**Run 1: wiring by layer**

(3 px per um) Only two layers are drawn.
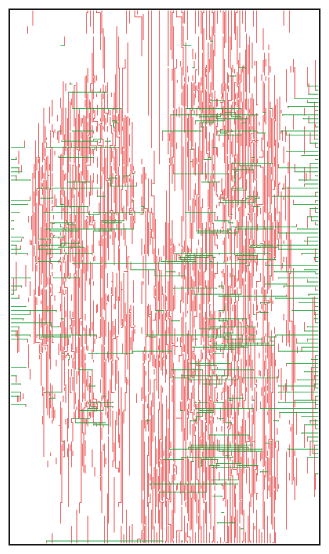
**Run 1: cell sizes after repair**

(3 px per um)
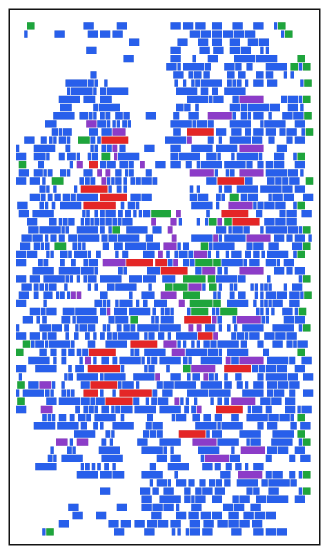
**Run 1: cell outlines without signal wires**

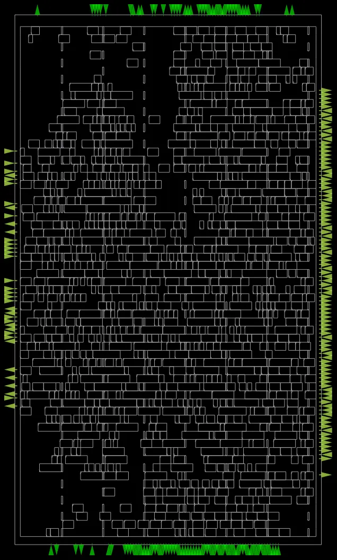
**Run 1: I/O pins on the die edge**

(3 px per um) Pins as bars across the die edge, other pins in gray.
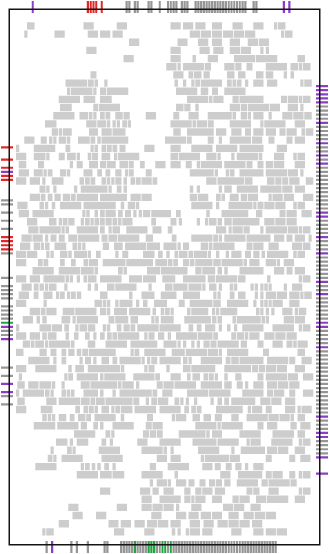
==> src/rtl/ram_loader_pkg.sv <==
// Shared types and helpers for the byte-stream <-> 64-bit RAM word loader.
package ram_loader_pkg;

    localparam int unsigned ADDR_W_DEF    = 11;
    localparam int unsigned ROM_WORDS_DEF = 1024;
    localparam int unsigned LEN_W_DEF     = ADDR_W_DEF + 3;

    typedef enum logic [2:0] {
        StIdle,
        StWfill,
        StWissue,
        StRreq,
        StRwait,
        StRsend,
        StFin
    } state_e;

    function automatic logic [7:0] lane_onehot(input logic [2:0] lane);
        logic [7:0] oh;
        oh = 8'h01 << lane;
        return oh;
    endfunction

    function automatic logic [7:0] lane_byte(input logic [63:0] word, input logic [2:0] lane);
        return word[{lane, 3'b000} +: 8];
    endfunction

endpackage

==> src/rtl/ram_word_packer.sv <==
// Shared 64-bit lane buffer: accumulates masked write bytes, or holds a read word for unpacking.
module ram_word_packer
    import ram_loader_pkg::*;
(
    input  logic        clk,
    input  logic        reset_n,
    input  logic        clear,
    input  logic        put_byte,
    input  logic [2:0]  lane,
    input  logic [7:0]  byte_in,
    input  logic        load_word,
    input  logic [63:0] word_in,
    output logic [63:0] data,
    output logic [7:0]  mask,
    output logic [7:0]  byte_out
);

    logic [63:0] data_q;
    logic [7:0]  mask_q;

    // Clearing also zeroes the data so unfilled write lanes go out as zero.
    always_ff @(posedge clk) begin
        if (!reset_n) begin
            data_q <= '0;
            mask_q <= '0;
        end else if (clear) begin
            data_q <= '0;
            mask_q <= '0;
        end else if (load_word) begin
            data_q <= word_in;
        end else if (put_byte) begin
            data_q[{lane, 3'b000} +: 8] <= byte_in;
            mask_q                      <= mask_q | lane_onehot(lane);
        end
    end

    assign data     = data_q;
    assign mask     = mask_q;
    assign byte_out = lane_byte(data_q, lane);

endmodule

==> src/rtl/ram_stream_loader.sv <==
// Byte-stream loader for the internal 64-bit RAM port; writes below ROM_WORDS are suppressed.
// Optional running byte checksum on csum when RAM_LOADER_CHECKSUM_EN is defined.
module ram_stream_loader
    import ram_loader_pkg::*;
#(
    parameter int unsigned ADDR_W    = ADDR_W_DEF,
    parameter int unsigned ROM_WORDS = ROM_WORDS_DEF,
    parameter int unsigned LEN_W     = ADDR_W + 3
) (
    input  logic              clk,
    input  logic              reset_n,
    input  logic              cmd_valid,
    output logic              cmd_ready,
    input  logic              cmd_write,
    input  logic [LEN_W-1:0]  cmd_addr,
    input  logic [LEN_W-1:0]  cmd_len,
    input  logic              s_valid,
    output logic              s_ready,
    input  logic [7:0]        s_data,
    output logic              m_valid,
    input  logic              m_ready,
    output logic [7:0]        m_data,
    output logic              ram_en,
    output logic              ram_wr,
    output logic [ADDR_W-1:0] ram_addr,
    output logic [7:0]        ram_mask,
    output logic [63:0]       ram_wrData,
    input  logic [63:0]       ram_rdData,
    output logic              done,
    output logic              err,
    output logic [31:0]       csum
);

    state_e             state_q, state_d;
    logic [LEN_W-1:0]   addr_q, addr_d;
    logic [LEN_W-1:0]   len_q, len_d;
    logic [ADDR_W-1:0]  wword_q, wword_d;
    logic               err_q, err_d;

    logic [ADDR_W-1:0]  word;
    logic [2:0]         lane;
    logic               rom_hit;

    logic               pk_clear;
    logic               pk_put;
    logic               pk_load;
    logic [63:0]        pk_data;
    logic [7:0]         pk_mask;
    logic [7:0]         pk_byte;

    assign word    = addr_q[LEN_W-1:3];
    assign lane    = addr_q[2:0];
    assign rom_hit = 32'(wword_q) < ROM_WORDS;

    ram_word_packer u_packer (
        .clk       (clk),
        .reset_n   (reset_n),
        .clear     (pk_clear),
        .put_byte  (pk_put),
        .lane      (lane),
        .byte_in   (s_data),
        .load_word (pk_load),
        .word_in   (ram_rdData),
        .data      (pk_data),
        .mask      (pk_mask),
        .byte_out  (pk_byte)
    );

    always_ff @(posedge clk) begin
        if (!reset_n) begin
            state_q <= StIdle;
            addr_q  <= '0;
            len_q   <= '0;
            wword_q <= '0;
            err_q   <= 1'b0;
        end else begin
            state_q <= state_d;
            addr_q  <= addr_d;
            len_q   <= len_d;
            wword_q <= wword_d;
            err_q   <= err_d;
        end
    end

    always_comb begin
        state_d    = state_q;
        addr_d     = addr_q;
        len_d      = len_q;
        wword_d    = wword_q;
        err_d      = err_q;
        cmd_ready  = 1'b0;
        s_ready    = 1'b0;
        m_valid    = 1'b0;
        ram_en     = 1'b0;
        ram_wr     = 1'b0;
        ram_addr   = word;
        ram_mask   = '0;
        ram_wrData = '0;
        done       = 1'b0;
        pk_clear   = 1'b0;
        pk_put     = 1'b0;
        pk_load    = 1'b0;

        unique case (state_q)
            StIdle: begin
                cmd_ready = 1'b1;
                if (cmd_valid) begin
                    addr_d   = cmd_addr;
                    len_d    = cmd_len;
                    err_d    = 1'b0;
                    pk_clear = 1'b1;
                    if (cmd_len == '0) begin
                        state_d = StFin;
                    end else if (cmd_write) begin
                        state_d = StWfill;
                    end else begin
                        state_d = StRreq;
                    end
                end
            end
            StWfill: begin
                s_ready = 1'b1;
                if (s_valid) begin
                    pk_put  = 1'b1;
                    // addr moves past the word once lane 7 fills, so remember the target.
                    wword_d = word;
                    addr_d  = addr_q + LEN_W'(1);
                    len_d   = len_q - LEN_W'(1);
                    if (lane == 3'd7 || len_q == LEN_W'(1)) begin
                        state_d = StWissue;
                    end
                end
            end
            StWissue: begin
                ram_addr = wword_q;
                if (rom_hit) begin
                    err_d = 1'b1;
                end else begin
                    ram_en     = 1'b1;
                    ram_wr     = 1'b1;
                    ram_mask   = pk_mask;
                    ram_wrData = pk_data;
                end
                pk_clear = 1'b1;
                state_d  = (len_q == '0) ? StFin : StWfill;
            end
            StRreq: begin
                ram_en  = 1'b1;
                state_d = StRwait;
            end
            StRwait: begin
                pk_load = 1'b1;
                state_d = StRsend;
            end
            StRsend: begin
                m_valid = 1'b1;
                if (m_ready) begin
                    addr_d = addr_q + LEN_W'(1);
                    len_d  = len_q - LEN_W'(1);
                    if (len_q == LEN_W'(1)) begin
                        state_d = StFin;
                    end else if (lane == 3'd7) begin
                        state_d = StRreq;
                    end
                end
            end
            StFin: begin
                done    = 1'b1;
                state_d = StIdle;
            end
            default: begin
                state_d = StIdle;
            end
        endcase
    end

    assign m_data = pk_byte;
    assign err    = err_q;

`ifdef RAM_LOADER_CHECKSUM_EN
    logic [31:0] csum_q;

    always_ff @(posedge clk) begin
        if (!reset_n) begin
            csum_q <= '0;
        end else if (cmd_valid && cmd_ready) begin
            csum_q <= '0;
        end else if (s_valid && s_ready) begin
            csum_q <= csum_q + 32'(s_data);
        end else if (m_valid && m_ready) begin
            csum_q <= csum_q + 32'(m_data);
        end
    end

    assign csum = csum_q;
`else
    assign csum = '0;
`endif

endmodule

==> config.mk <==
export PLATFORM = sky130hd
export DESIGN_NAME = ram_stream_loader
export DESIGN_NICKNAME = d
export VERILOG_FILES = /design/src/rtl/ram_loader_pkg.sv /design/src/rtl/ram_word_packer.sv /design/src/rtl/ram_stream_loader.sv
export SDC_FILE = /design/constraint.sdc
export NUM_CORES = 1
export LEC_CHECK = 0
export ABC_CLOCK_PERIOD_IN_PS = 3000
export CAP_MARGIN = 40
export CORE_ASPECT_RATIO = 1.75
export CORE_MARGIN = 1.5
export CORE_UTILIZATION = 39
export CTS_CLUSTER_SIZE = 10
export DETAILED_ROUTE_END_ITERATION = 12
export GPL_TIMING_DRIVEN = 0
export PLACE_DENSITY = 0.73
export SYNTH_ARGS = -nofsm -noshare
export SYNTH_HDL_FRONTEND = slang
export SYNTH_SLANG_ARGS = --single-unit
==> constraint.sdc <==
create_clock -name clk -period 3 [get_ports clk]
set_input_delay 0.3 -clock clk [delete_from_list [all_inputs] [get_ports clk]]
set_output_delay 0.3 -clock clk [all_outputs]
set_load 0.02 [all_outputs]
==> results.py, run 1 <==
# Flow results
metrics = {
    "routing": {
        "drtIter0Drc": 758,
        "wl_met3_um": 2310,
        "drtPass1Iterations": 7,
        "ant_nets": 0,
        "drcViolationCount": 0,
        "wl_met1_um": 9170,
        "wl_um": 27700,
        "vias_per_cell": 5.91,
        "highest_layer": "met4",
        "wl_met2_um": 14700,
    },
    "power_and_ir_drop": {
        "p_sw_share_pct": 43.3,
        "max-vdd-ir-drop_uv": 596,
        "pg_comb_uw": 3790,
        "switching_power_uw": 3460,
        "total_power_uw": 7990,
        "p_comb_share_pct": 47.3,
        "power_density_mw_per_mm2": 804,
        "p_seq_share_pct": 26.6,
        "seq-power_uw": 2120,
        "clkPwrFrac_pct": 26.1,
        "internal-power_uw": 4530,
        "power_leakage_uw": 0.00397,
        "powerClk_uw": 2090,
        "top_power_group": "combinational cells",
    },
    "logic_synthesis": {
        "compound_area_share_pct": 22.4,
        "ys_area_mm2": 0.00683,
        "flop_cell": "dfxtp_1",
        "synth.top_cell.area_share_pct": 33.7,
        "synthArstFlopShare_pct": 0,
        "common_cells": "dfxtp_1, nand2_1, nor2_1, and3_1, a21oi_1",
        "syn-instance-count": 829,
        "top_cell": "dfxtp_1",
        "simple_gate_share_pct": 24.6,
        "yosys.area.top_type": "dfxtp_1",
        "synth_cell_types": 63,
        "syn_avg_cell_area_um2": 8.24,
        "area_leaders": "dfxtp_1, and3_1, nand2_1, mux4_2, nor2_1",
        "ys_cells": 829,
        "synth-edff-count": 0,
        "synthAdderAreaFrac_pct": 2.20,
        "logic_family": "simple AND/OR/NAND/NOR gates",
        "yosys_warnings": 0,
        "synth_xor_xnor_area_share_pct": 0,
        "ys_seq_share_pct": 33.7,
        "synth.cell_area_mm2": 0.00683,
        "synth-seq-cells": 115,
    },
    "worst_setup_path": {
        "worstReg2RegEnd": "u_packer.data[53]",
        "cp_max_fo": 10,
        "reg2reg_slack_ps": 150,
        "crit_family": "buffers and inverters",
        "endpoint": "ram_wrData[38]",
        "critPathArrivalTime_ps": 2640,
        "critical_path_buf_inv_count": 4,
        "crit_type": "reg -> out",
        "critPathCaptureType": "output pin",
        "cpPeakStageDelay_ps": 630,
        "worst_path_max_delay_cell": "clkdlybuf4s50_1",
        "cp_data_required_time_ps": 2700,
        "path_depth": 6,
        "r2r_cells": 10,
        "cp_cell_sequence": "buf_2 -> nor3b_4 -> clkbuf_8 -> clkbuf_2 -> and3_1 -> clkdlybuf4s50_1",
        "reg2reg_from": "addr_q[1]",
        "startpoint_type": "register",
    },
    "final_layout": {
        "mostFrequentLayoutCell": "clkdlybuf4s50_1",
        "clockNetworkAreaShare_pct": 6.05,
        "ff_latch_area_mm2": 0.00230,
        "comb_share_pct": 41.6,
        "final_cells": 1318,
        "n_antenna_cell": 0,
        "buf_share_pct": 25.8,
        "final_cell_mix": "clkdlybuf4s50_1, dfxtp_1, nand2_1",
        "nonClockInverterCount": 13,
        "combGateArea_mm2": 0.00414,
        "largest_register_ffs": 64,
        "drive_above_1_share_pct": 12.9,
        "comb_cells": 624,
        "fillers": 1553,
        "nNetsFinal": 1196,
        "biggestCellCategory": "logic gates",
    },
    "clock_network": {
        "post_cts_buffers": 2,
        "root_buffer": "clkbuf_16",
        "cts_buffer_depth": 2,
        "ctsHoldBuffers": 0,
        "ctsResizeCount": 25,
        "cts_tree": "yes",
        "clk_latency_ps": 420,
        "cts_max_level": 4,
        "clk_pin_slew_worst_paths_ps": 60,
        "clock_sinks": 115,
        "cts_made_buffers": 17,
    },
    "place": {
        "place_ws_ps": -670,
        "post_dp_cell_area_mm2": 0.00921,
        "numPlacedInstances": 1286,
        "hpwl_um": 21100,
    },
    "sta": {
        "finalClockPeriodUsage_pct": 98.0,
        "slew_headroom_pct": 48.9,
        "setup_viol": 0,
        "fmaxAchievable_mhz": 340,
        "final-hold-violation-count": 0,
        "fin_setup_tns_ps": 0,
        "hold_ws_ps": 327,
        "skew_ps": 6.99,
        "period_needed_ps": 2940,
    },
    "die": {
        "die_area_mm2": 0.0183,
        "tap_cells": 227,
        "pin_count": 236,
    },
    "worst_hold_path": {
        "worstHoldStart": "s_data[7]",
        "hold_path.class": "in -> reg",
        "holdPathEnd": "u_packer.data[23]",
        "min_path_cells": 3,
    },
    "grt": {
        "overflow": 0,
        "use_met3_pct": 5.80,
        "grtUsageMet1_pct": 30.6,
        "grt-busiest-layer": "met2",
        "grt_max_degree": 17,
        "grt_use_met2_pct": 54.6,
        "grt_pass1_wl_um": 40800,
        "grt_pass1_vias": 7352,
    },
    "flow_run": {
        "maxCapViolations": 0,
        "tool_warnings": 34,
    },
    "run_status": {
        "status": "complete, no violations",
    },
}
Back to the opening pictures, 'wiring by layer':
layer	color	wire length
metal 2	red	14,700 um
metal 3	green	2,310 um
total track usage: 29.9%
routed vias: 7,795

Back to the opening pictures, 'cell sizes after repair':
size	color	cells	share
_6 and larger	red	24	2.2%
_2 cells	purple	61	5.6%
_3 and _4 cells	green	56	5.1%
_0 and _1 cells	blue	950	87%
P&R area growth vs syn: 45.7%
bufs w/o clock: 307
setup ws final: 60.0 ps
design area: 0.00995 mm2

Back to the opening pictures, 'cell outlines without signal wires':
CORE AREA: 0.0170 mm2
Seq/total area: 23.2%
Flops: 115
# rows: 63
Final Core Density: 58.4%

Back to the opening pictures, 'I/O pins on the die edge':
port	color	pins	direction	edge
csum	purple	32	output	23 east, 5 west, 3 north, 1 south
ram_mask	green	8	output	7 south, 1 west
cmd_len	red	14	input	9 west, 5 north
IO Port Bufs: 195
die width: 103 um
Die Y: 178 um

**Run 1: wires at chosen ports, followed through buffers**

(2 px per um)
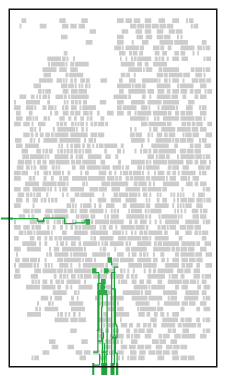

==> run 2, diff against run 1 <==
--- a/config.mk
+++ b/config.mk
@@ -5,7 +5,7 @@
 export SDC_FILE = /design/constraint.sdc
 export NUM_CORES = 1
 export LEC_CHECK = 0
-export ABC_CLOCK_PERIOD_IN_PS = 3000
+export ABC_CLOCK_PERIOD_IN_PS = 3450
 export CAP_MARGIN = 40
 export CORE_ASPECT_RATIO = 1.75
 export CORE_MARGIN = 1.5
@@ -13,7 +13,7 @@
 export CTS_CLUSTER_SIZE = 10
 export DETAILED_ROUTE_END_ITERATION = 12
 export GPL_TIMING_DRIVEN = 0
-export PLACE_DENSITY = 0.73
+export PLACE_DENSITY = 0.71
 export SYNTH_ARGS = -nofsm -noshare
 export SYNTH_HDL_FRONTEND = slang
 export SYNTH_SLANG_ARGS = --single-unit
==> constraint.sdc (replaced) <==
create_clock -name clk -period 3.45 [get_ports clk]
set_input_delay 0.345 -clock clk [delete_from_list [all_inputs] [get_ports clk]]
set_output_delay 0.345 -clock clk [all_outputs]
set_load 0.02 [all_outputs]
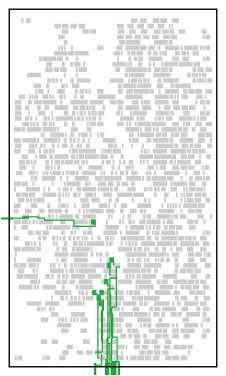
**Above:** run 2 (wires at chosen ports, followed through buffers).
(2 px per um)
port	color	bits	direction	edge	end cells	buffers	wire
ram_mask	green	8	output	7 south, 1 west	8	8	367 um
# IOs: 236

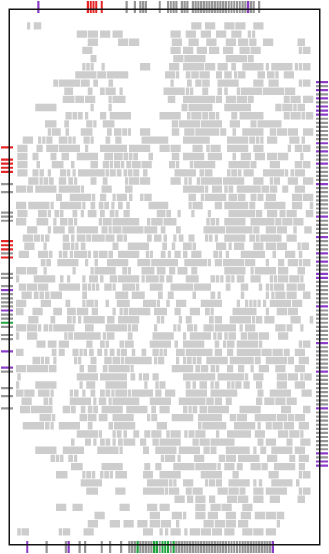
**Above:** run 2 (I/O pins on the die edge).
(3 px per um) Pins as bars across the die edge, other pins in gray.
port	color	pins	direction	edge
csum	purple	32	output	23 east, 4 west, 3 south, 2 north
cmd_len	red	14	input	9 west, 5 north
ram_mask	green	8	output	7 south, 1 west
all pins by edge	95 east, 62 south, 43 north, 36 west

==> run 2 against run 1 <==
  * Area after synthesis did not move
  * Die area unchanged
  * Wire length rose by 0.21%
  * Final cell count shrank 0.15%
  * Worst hold slack improved by 16 ps
  * Core utilization down 0.73 points
  * Non-clock buffer count fell by 2
  * Combinational power decreased by 16%
  * Critical path depth down 1
  * Register-to-register slack improved by 120 ps
  * First-iteration DRC count fell by 22%
  * Largest power group unchanged
  * Highest routed layer unchanged
==> results.py, run 2 <==
# Flow results
metrics = {
    "place": {
        "numPlacedInstances": 1284,
        "place_ws_ps": -275,
        "hpwl_um": 21200,
        "io_buffer_count": 195,
    },
    "sta": {
        "period_needed_ps": 3340,
        "finalClockPeriodUsage_pct": 96.7,
        "fin_ws_ps": 112,
        "fmaxAchievable_mhz": 300,
        "fin_setup_tns_ps": 0,
        "slew_headroom_pct": 41.2,
        "skew_ps": 11.0,
        "final-hold-violation-count": 0,
    },
    "worst_setup_path": {
        "cp_data_required_time_ps": 3110,
        "critical_path_buf_inv_count": 3,
        "reg2reg_slack_ps": 270,
        "cp_cell_sequence": "buf_1 -> nor3b_4 -> clkbuf_1 -> mux2_2 -> clkdlybuf4s50_1",
        "startpoint_type": "register",
        "endpoint": "ram_addr[5]",
        "worst_path_max_delay_cell": "clkbuf_1",
        "crit_family": "buffers and inverters",
        "worstReg2RegEnd": "u_packer.data[15]",
        "critPathArrivalTime_ps": 2990,
        "reg2reg_from": "addr_q[1]",
        "crit_type": "reg -> out",
    },
    "grt": {
        "grt-busiest-layer": "met2",
        "overflow": 0,
        "grt_max_degree": 17,
        "grt_pass1_vias": 7403,
    },
    "run_status": {
        "status": "complete, no violations",
    },
    "logic_synthesis": {
        "logic_family": "simple AND/OR/NAND/NOR gates",
        "synth_cell_types": 63,
        "area_leaders": "dfxtp_1, and3_1, nand2_1, mux4_2, nor2_1",
        "synth.top_cell.area_share_pct": 33.7,
        "synth.cell_area_mm2": 0.00683,
        "compound_area_share_pct": 22.4,
        "synthAdderAreaFrac_pct": 2.20,
        "yosys_warnings": 0,
        "simple_gate_share_pct": 24.6,
        "ys_area_mm2": 0.00683,
        "common_cells": "dfxtp_1, nand2_1, nor2_1, and3_1, a21oi_1",
    },
    "clock_network": {
        "cts_tree": "yes",
        "root_buffer": "clkbuf_16",
        "cts_made_buffers": 17,
        "ctsResizeCount": 7,
        "post_cts_buffers": 0,
    },
    "routing": {
        "vias": 7686,
        "drcViolationCount": 0,
        "wl_met1_um": 9540,
    },
    "final_layout": {
        "biggestCellCategory": "logic gates",
        "comb_cells": 624,
        "nNetsFinal": 1194,
        "buf_share_pct": 25.6,
        "largest_register_ffs": 64,
        "ff_latch_area_mm2": 0.00230,
        "final_cells": 1316,
        "comb_share_pct": 41.6,
        "final_area_mm2": 0.00982,
    },
    "worst_hold_path": {
        "hold_path.class": "in -> reg",
        "worstHoldStart": "s_data[7]",
    },
    "die": {
        "die_w_um": 103,
        "die_area_mm2": 0.0183,
        "die_h_um": 178,
    },
    "power_and_ir_drop": {
        "pg_comb_uw": 3180,
        "clkPwrFrac_pct": 26.3,
        "p_seq_share_pct": 27.0,
        "switching_power_uw": 2970,
        "p_comb_share_pct": 46.8,
        "p_sw_share_pct": 43.8,
        "total_power_uw": 6800,
    },
}
**Run 2: cell outlines without signal wires**

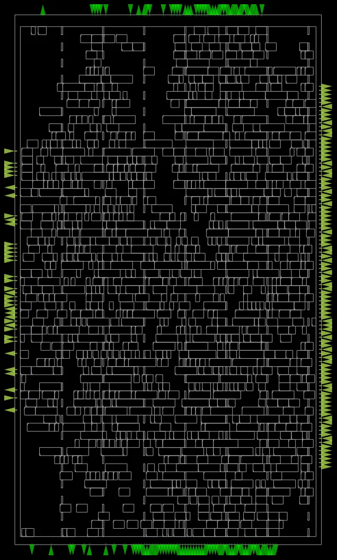

==> run 3, diff against run 2 <==
--- a/config.mk
+++ b/config.mk
@@ -10,6 +10,7 @@
 export CORE_ASPECT_RATIO = 1.75
 export CORE_MARGIN = 1.5
 export CORE_UTILIZATION = 39
+export CTS_BUF_LIST = sky130_fd_sc_hd__clkbuf_8
 export CTS_CLUSTER_SIZE = 10
 export DETAILED_ROUTE_END_ITERATION = 12
 export GPL_TIMING_DRIVEN = 0
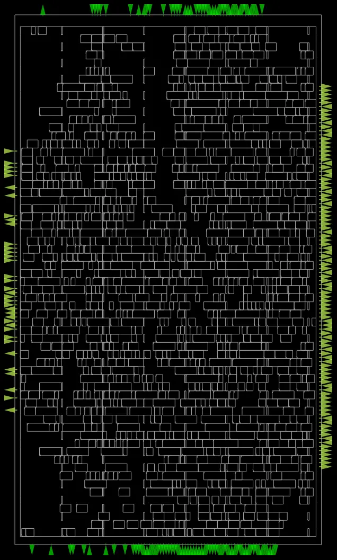
**Above:** run 3 (cell outlines without signal wires).
Tap Count: 227
fill count: 1,629
Final Non-Filler Cells: 1,316

==> run 3 against run 2 <==
  * Core utilization fell by 1.1 points
  * Critical path depth up 1
  * Final cell count did not move
  * Total power is 7.2% lower
  * Sequential power barely moved
  * Largest cell class unchanged
  * Highest routed layer unchanged
==> results.py, run 3 <==
# Flow results
metrics = {
    "routing": {
        "wl_met1_um": 9350,
        "vias": 7703,
        "drtPass1Iterations": 8,
        "highest_layer": "met4",
        "vias_per_cell": 5.85,
        "wl_um": 27700,
        "wl_met2_um": 14300,
        "drtIter0Drc": 611,
        "wl_met3_um": 2310,
    },
    "final_layout": {
        "clockNetworkAreaShare_pct": 4.17,
        "biggestCellCategory": "logic gates",
        "seq_share_pct": 23.9,
        "comb_share_pct": 42.3,
        "flop-count": 115,
        "buffers": 305,
        "largest_register_ffs": 64,
        "ff_latch_area_mm2": 0.00230,
        "final_area_mm2": 0.00963,
        "nonClockInverterCount": 13,
        "buf_share_pct": 26.1,
        "nNetsFinal": 1194,
        "n_antenna_cell": 0,
        "combGateArea_mm2": 0.00408,
        "syn2layout_area_growth_pct": 41.0,
        "final_cell_mix": "clkdlybuf4s50_1, dfxtp_1, nand2_1",
    },
    "logic_synthesis": {
        "top_cell": "dfxtp_1",
        "yosys.area.top_type": "dfxtp_1",
        "synth.cell_area_mm2": 0.00683,
        "ys_seq_share_pct": 33.7,
        "synth.top_cell.area_share_pct": 33.7,
        "ys_area_mm2": 0.00683,
        "synth-seq-cells": 115,
        "logic_family": "simple AND/OR/NAND/NOR gates",
        "synthArstFlopShare_pct": 0,
        "ys_cells": 829,
        "flop_cell": "dfxtp_1",
        "synth_xor_xnor_area_share_pct": 0,
        "compound_area_share_pct": 22.4,
        "area_leaders": "dfxtp_1, and3_1, nand2_1, mux4_2, nor2_1",
        "simple_gate_share_pct": 24.6,
        "syn_avg_cell_area_um2": 8.24,
        "syn-instance-count": 829,
        "yosys_warnings": 0,
        "synth-edff-count": 0,
    },
    "clock_network": {
        "clk_latency_ps": 450,
        "cts_tree": "yes",
        "cts_made_buffers": 17,
        "ctsResizeCount": 7,
        "clk_pin_slew_worst_paths_ps": 80,
        "clock_sinks": 115,
        "cts_max_level": 4,
        "cts_buffer_depth": 2,
        "ctsHoldBuffers": 0,
    },
    "worst_setup_path": {
        "crit_family": "buffers and inverters",
        "reg2reg_from": "addr_q[1]",
        "endpoint": "ram_wrData[26]",
        "cp_cell_sequence": "buf_1 -> nor3b_4 -> clkbuf_2 -> clkbuf_2 -> and3_1 -> clkdlybuf4s50_1",
        "reg2reg_slack_ps": 240,
        "cp_max_fo": 10,
        "r2r_cells": 9,
        "crit_type": "reg -> out",
        "worstReg2RegEnd": "u_packer.data[10]",
        "critPathArrivalTime_ps": 2960,
        "critical_path_buf_inv_count": 4,
        "path_depth": 6,
        "critPathCaptureType": "output pin",
    },
    "sta": {
        "slew_headroom_pct": 39.1,
        "setup_viol": 0,
        "finalClockPeriodUsage_pct": 95.7,
        "fmaxAchievable_mhz": 303,
        "hold_ws_ps": 342,
        "fin_setup_tns_ps": 0,
        "final-hold-violation-count": 0,
    },
    "grt": {
        "grtUsageTotal_pct": 29.7,
        "grt-busiest-layer": "met2",
        "grt_pass1_wl_um": 40500,
        "grt_use_met2_pct": 53.2,
        "grt_pass1_vias": 7390,
        "grtUsageMet1_pct": 31.1,
        "overflow": 0,
        "use_met3_pct": 5.09,
    },
    "power_and_ir_drop": {
        "pg_comb_uw": 3170,
        "internal-power_uw": 3400,
        "max-vdd-ir-drop_uv": 502,
        "clkPwrFrac_pct": 20.7,
        "total_power_uw": 6310,
        "top_power_group": "combinational cells",
        "seq-power_uw": 1830,
        "switching_power_uw": 2910,
        "power_density_mw_per_mm2": 655,
        "p_sw_share_pct": 46.1,
        "p_comb_share_pct": 50.3,
        "power_leakage_uw": 0.00378,
        "powerClk_uw": 1300,
    },
    "worst_hold_path": {
        "hold_path.class": "in -> reg",
        "min_path_cells": 3,
        "holdPathEnd": "u_packer.data[55]",
        "worstHoldStart": "s_data[7]",
    },
    "die": {
        "die_h_um": 178,
        "die_area_mm2": 0.0183,
        "std_cell_rows": 63,
        "core_mm2": 0.0170,
        "floorplanUtilization_pct": 40.1,
        "pin_count": 236,
        "die_w_um": 103,
    },
    "run_status": {
        "status": "complete, no violations",
    },
    "place": {
        "io_buffer_count": 195,
        "hpwl_um": 21200,
        "numPlacedInstances": 1284,
        "place_ws_ps": -275,
    },
    "flow_run": {
        "tool_warnings": 34,
        "maxCapViolations": 0,
    },
}
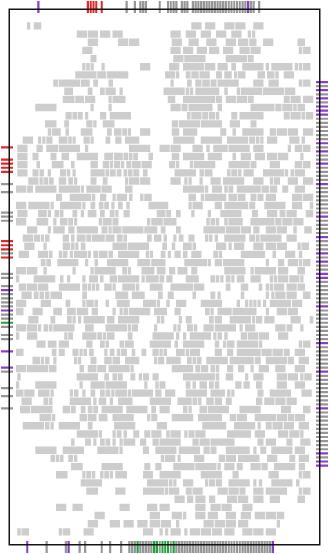
**Above:** run 3 (I/O pins on the die edge).
(3 px per um) Pins as bars across the die edge, other pins in gray.
port	color	pins	direction	edge
csum	purple	32	output	23 east, 4 west, 3 south, 2 north
cmd_len	red	14	input	9 west, 5 north
ram_mask	green	8	output	7 south, 1 west
all pins by edge	95 east, 62 south, 43 north, 36 west

Power figures rest on the tool's default switching activity, not on a simulated workload.
